--- config.mk ---
export PLATFORM = sky130hd
export DESIGN_NAME = fifo_burst_reader
export DESIGN_NICKNAME = d
export VERILOG_FILES = /design/src/rtl/fifo_burst_reader_pkg.sv /design/src/rtl/skid_buf2.sv /design/src/rtl/fifo_burst_reader.sv
export SDC_FILE = /design/constraint.sdc
export NUM_CORES = 1
export LEC_CHECK = 0
export ABC_AREA = 1
export ABC_CLOCK_PERIOD_IN_PS = 3400
export CORE_MARGIN = 2
export CORE_UTILIZATION = 45
export DETAILED_ROUTE_END_ITERATION = 8
export PLACE_DENSITY = 0.71
export SLEW_MARGIN = 25
export SYNTH_ARGS = -nofsm -noshare
export SYNTH_HDL_FRONTEND = slang
export SYNTH_SLANG_ARGS = --single-unit
--- constraint.sdc ---
create_clock -name clk -period 3.4 [get_ports clk]
set_clock_uncertainty 0.05 [all_clocks]
set_input_delay 0.68 -clock clk [delete_from_list [all_inputs] [get_ports clk]]
set_output_delay 0.68 -clock clk [all_outputs]
set_load 0.01 [all_outputs]
--- src/rtl/fifo_burst_reader_pkg.sv ---
// fifo_burst_reader_pkg: state encoding and sizing shared by the burst reader and its output buffer.
package fifo_burst_reader_pkg;
   typedef enum logic [1:0] {IDLE = 2'd0, RUN = 2'd1, FLUSH = 2'd2, DONE = 2'd3} state_t;
   localparam int OBUF_DEPTH = 2;
   localparam int DEF_DATA_W = 32;
endpackage

--- src/rtl/skid_buf2.sv ---
// skid_buf2: 2-entry in-order stream buffer; head entry drives the output, push and pop may coincide.
module skid_buf2 import fifo_burst_reader_pkg::*; #(
   parameter int DW = DEF_DATA_W
) (
   input  logic          clk,
   input  logic          rst,
   input  logic          push,
   input  logic          pop,
   input  logic [DW-1:0] din,
   output logic [DW-1:0] head,
   output logic          valid,
   output logic [1:0]    count
);
   logic [DW-1:0] tail;
   logic          full;
   assign full  = count == 2'(OBUF_DEPTH);
   assign valid = count != 2'd0;
   always_ff @(posedge clk or posedge rst)
      if (rst) begin
         head  <= '0;
         tail  <= '0;
         count <= '0;
      end else begin
         // head only moves on a pop or when filling an empty buffer, so it holds during stalls
         if (pop ? (full || push) : (push && !valid)) head <= (pop && full) ? tail : din;
         if (push && (full || (valid && !pop))) tail <= din;
         count <= count + 2'(push) - 2'(pop);
      end
endmodule

--- src/rtl/fifo_burst_reader.sv ---
// fifo_burst_reader: drains burst_len words from a registered-output FIFO onto a valid/ready stream.
module fifo_burst_reader import fifo_burst_reader_pkg::*; #(
   parameter int DATA_W = DEF_DATA_W,
   parameter int LEN_W  = 8
) (
   input  logic              clk,
   input  logic              rst,
   input  logic              start,
   input  logic [LEN_W-1:0]  burst_len,
   input  logic              fifo_empt,
   input  logic [DATA_W-1:0] fifo_data,
   output logic              fifo_rd,
   output logic              m_valid,
   input  logic              m_ready,
   output logic [DATA_W-1:0] m_data,
   output logic              m_last,
   output logic              busy,
   output logic              done
);
   localparam logic [LEN_W-1:0] ONE = LEN_W'(1);
   state_t           state;
   logic [LEN_W-1:0] req_left, out_left;
   logic             rd_q, pop;
   logic [1:0]       buf_count;
   logic [2:0]       occ;
   assign pop     = m_valid && m_ready;
   // credit: buffered + in-flight - leaving this cycle must leave room for one more word
   assign occ     = {1'b0, buf_count} + {2'b0, rd_q} - {2'b0, pop};
   assign fifo_rd = state == RUN && !fifo_empt && req_left != '0 && occ < 3'(OBUF_DEPTH);
   assign m_last  = m_valid && out_left == ONE;
   assign busy    = state != IDLE;
   assign done    = state == DONE;
   skid_buf2 #(.DW(DATA_W)) u_buf (
      .clk   (clk),
      .rst   (rst),
      .push  (rd_q),
      .pop   (pop),
      .din   (fifo_data),
      .head  (m_data),
      .valid (m_valid),
      .count (buf_count)
   );
   always_ff @(posedge clk or posedge rst)
      if (rst) begin
         state    <= IDLE;
         req_left <= '0;
         out_left <= '0;
         rd_q     <= 1'b0;
      end else begin
         rd_q <= fifo_rd;
         case (state)
            IDLE:
               if (start) begin
                  req_left <= burst_len;
                  out_left <= burst_len;
                  state    <= burst_len != '0 ? RUN : DONE;
               end
            RUN, FLUSH: begin
               if (fifo_rd) req_left <= req_left - ONE;
               if (pop) out_left <= out_left - ONE;
               if ((pop && out_left == ONE) || (state == FLUSH && out_left == '0)) state <= DONE;
               else if (state == RUN && fifo_rd && req_left == ONE) state <= FLUSH;
            end
            DONE: state <= IDLE;
         endcase
      end
endmodule

Metal layers overlaid:
Only two layers are drawn.
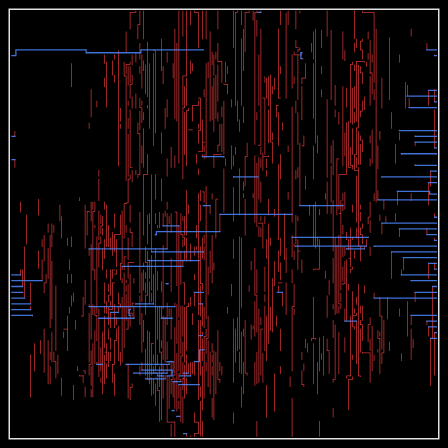
| colour | layer | wire length |
|---|---|---|
| blue | met3 | 533 µm |
| red | met2 | 4720 µm |

==> flow_summary.ini <==
; synthesis and place-and-route metrics
[run_status]
status = finished, final reports clean

[power]
p_sw_w = 0.00226
clockPowerShare_pct = 13.9
total_internal_power_w = 0.00311

[logic_synthesis]
post_synth_inst_count = 470
yosys.area_share.adder_pct = 3.44
synthMuxAreaShare_pct = 8.54
yosys_chip_area_um2 = 4220
post_synth_main_logic_family = simple AND/OR/NAND/NOR gates

[die]
floorplan.die.height_um = 101
die.size.x_um = 101

[min_path]
min_delay_worst_endpoint = u_buf.tail[1]

[timing]
slew_limit_fails = 0

[worst_setup_path]
r2r.worst_path.cells = 20
critPathBufInv = 4

[global_routing]
grt_start_max_net_pins = 86

[final_layout]
buffers = 108
area.growth.synth_to_final_pct = 29.8
combAreaFraction_pct = 33.2

[clock_tree]
clk_pin_slew_ns = 0.10

[drt]
drcViolationCount = 0
Clock nets:
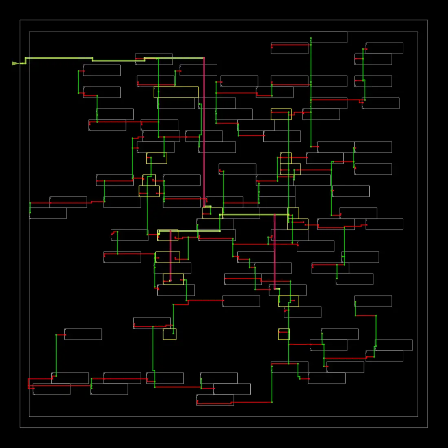
clock network power consumption: 0.000746 W
total CTS buffers: 9
count of sequential standard cells: 85

Power is estimated from default activity; no workload was simulated.
